### Clock routing

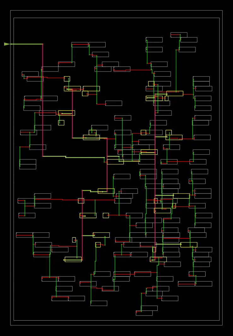
### M2 wires

Drawn at 1.5 px/micron.
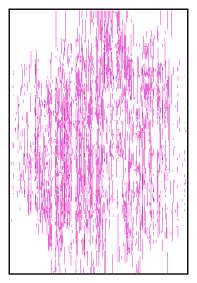
### Supply network

Drawn at 2 px/micron. Pins as bars on the die edge. Tap cells in gray.
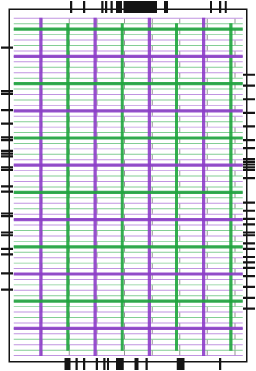
Design divf_seq, sky130hd; sources not shown.
==> out/qor.txt <==
CP Cell Sequence: clkdlybuf4s50_1 > nand2_1 > buf_4 > inv_2 > buf_4 > nor2_2 > inv_1 > buf_4 > or2_2 > inv_1 > a21oi_2
# nets final: 1400
Max VDD drop: 0.0001402 V
Post-synthesis net count: 1309
Io pins: 101
Cells in synth_stat.txt: 1200
# clock sinks: 127
Wirelength per Cell: 13.29 microns
Mean Syn Cell Area: 7.110 sq um
Worst reg-to-reg path cell count: 11
Global route total overflow: 0
Worst path depth: 11
Max_slew headroom: 0.4521
Worst Path Buf+Inv: 7
IO Port Bufs: 100
Yosys warnings: 0
Min-Delay Path Depth: 2
Setup-failing EPs final: 0
# Max-Cap Violations: 0
Synth unique cells: 46
Max-slew violations: 0
RSZ-0062 raised after global routing: false
Power density cells: 333.8 nW/um^2
Setup Fix Bufs, Post-CTS: 0
Crit start category: primary input
Gpl congestion: 0.9610
Critical Path Fanout Max: 64
Sequential fraction of the synthesis area: 0.3725
Period minus WS final: 4620 ps
Ratio of cells with drive above 1 in the final layout: 0.09126
Min-delay worst type: register to register
Pin count of the biggest net entering global routing: 65
Mapped cell area: 8532 sq um
Starting density of the core: 0.4417
CP Data Arrival Time: 4920 ps
Outcome: finished clean
Cts hold-fix bufs: 0
Post-Synthesis Cells: 1200
Final cell utilization of the core: 0.5323
Slew @ Worst Pin: 821.8 ps
Area Growth Syn to Fin: 20.52%
Tot GR Track Use: 0.2069
Vias in the first global route: 7490
Cts repair resizes: 0
Reg2reg setup slack: 7070 ps
Reg clk slew, reported paths: 60 ps
PnR Total Power: 3.432 mW
Max stage delay cell, worst path: nor2_2
Leak: 5.210 nW
Registers, synthesis: 127
Crit Path Category: primary input to register
Fin Setup TNS: 0 ps
CP required: 10450 ps
CP max stage delay: 660 ps
CP Capture Type: register
Diodes inserted: 0
H-tree depth: 4
Clock root cell: clkbuf_16
Fmax: 0.2165 GHz
Most used cell, CP: buf_4
Antenna Nets Post-Route: 0
Max reg flops: 32
FP Rows: 62
DR iter-0 viols: 379
Worst hold margin: 471.4 ps
Clk buf depth: 2
Tool warnings: 30
Initial antenna violation count: 0
First-pass GRT wire length: 34480 microns
DP HPWL: 15380 microns
Chip area estimate from yosys synthesis: 8532 sq um
Tcrit/Tclk final: 0.4552
Worst-skew pair later-pin latency: 430 ps
CTS tree: yes
Drt pass-1 iters: 4
Top cell family by delay on the critical path: buffers and inverters
Die ar.: 20710 sq um
DRC: 0
Via/cell ratio: 4.924
About 'Clock routing':
Flop Count: 127
CLK BUF: 17
Fin Clk Skew: 11.04 ps
CTS Buf Count: 17

About 'M2 wires':
The layer carries 11300 microns of wire. 1074 nets have wire on it. The wires run mostly vertical.
met2 Use GR: 0.3981
routed wire length: 20730 microns
vias post-DR: 7681

About 'Supply network':
Key: green = VDD; purple = VSS
101 signal pins sit on the boundary. 12 straps on met5. The core has 62 rows. 8 straps on met4. 256 tap cells.
CORE AREA: 19320 sq um
Die Y: 175.5 microns
die width: 118.0 microns

## cells in the mapped netlist, drive strengths merged
cell | instances | share of area
nor2 | 72 | 0.036
clkbuf | 21 | 0.0092
ha | 40 | 0.059
o22ai | 25 | 0.018
inv | 210 | 0.093
nand3 | 95 | 0.065
nor4 | 5 | 0.0037
nand4 | 24 | 0.019
nor3 | 6 | 0.0047
xor2 | 9 | 0.0092
a21boi | 5 | 0.0044
xnor2 | 12 | 0.012
dfrtp | 127 | 0.37
buf | 16 | 0.013
mux2i | 2 | 0.0023
nand2 | 369 | 0.17
o21ai | 93 | 0.058
a31oi | 2 | 0.0015
nand3b | 3 | 0.0031
a21oi | 37 | 0.023
a22oi | 2 | 0.0018
fa | 2 | 0.0047
clkinv | 3 | 0.0013
a211oi | 1 | 0.00088
o211ai | 2 | 0.0029
or2 | 7 | 0.0051
o31ai | 5 | 0.0044
o21bai | 5 | 0.0053
## stage by stage
step	setup slack (ps)	cells	area, sq um
6_report	5530	1560	10280
5_1_grt	5251	1560	10280
4_1_cts	5526	1560	10280
3_5_place_dp	5092	1528	9744
3_3_place_gp	5152	1528	9744
2_1_floorplan	4736	1200	8532
## routing by layer
layer	part of all wire	global-route usage	vias to the layer above
met4	0.038	0.1021	0
met2	0.54	0.3981	159
met5	0	0	-
li1	-	-	3984
met1	0.39	0.2183	3484
met3	0.033	0.02890	54
## cell usage in the layout (no fill, tap or decap), types with 13 or more instances in the layout
cell type	n
inv_1	195
nand2_2	13
nand3_1	80
o21ai_0	83
nand2_1	356
o22ai_1	25
clkdlybuf4s50_1	100
dfrtp_1	127
inv_2	13
a21oi_1	35
nand4_1	23
ha_1	40
nor2_1	59
nand3_2	14
clkbuf_16	17
## report_power, final
part / leakage [nW] / internal, mW / switching, mW / total [mW]
sequential: 1.61 / 0.704 / 0.113 / 0.817
combinational: 3.34 / 0.753 / 1.31 / 2.06
clock: 0.265 / 0.314 / 0.242 / 0.555
total: 5.21 / 1.77 / 1.66 / 3.43
## cell families after synthesis
kind of cell    synth area share
compound gates            0.1205
fa+ha+maj                0.06335
buf+inv                   0.1159
simple gates              0.3039
xor+xnor                 0.02156
flops                     0.3725
mux                     0.002346
## cell type report
cell class | count | area, sq um
clock inverters | 15 | 112.6
clock buffers | 17 | 425.4
flip-flops and latches | 127 | 3178
multi-input cells | 823 | 4373
well taps | 256 | 320.3
fillers | 1869 | 9034
repair buffers | 109 | 1069
inverters | 213 | 804.5
## worst min-delay path, delay by kind of cell, from the launching register on
kind                   cells  cell delay [ps]
buffers and inverters      1               60
flip-flops                 1              320
AND/OR/NAND/NOR            1               60
Power is estimated from default activity; no workload was simulated.
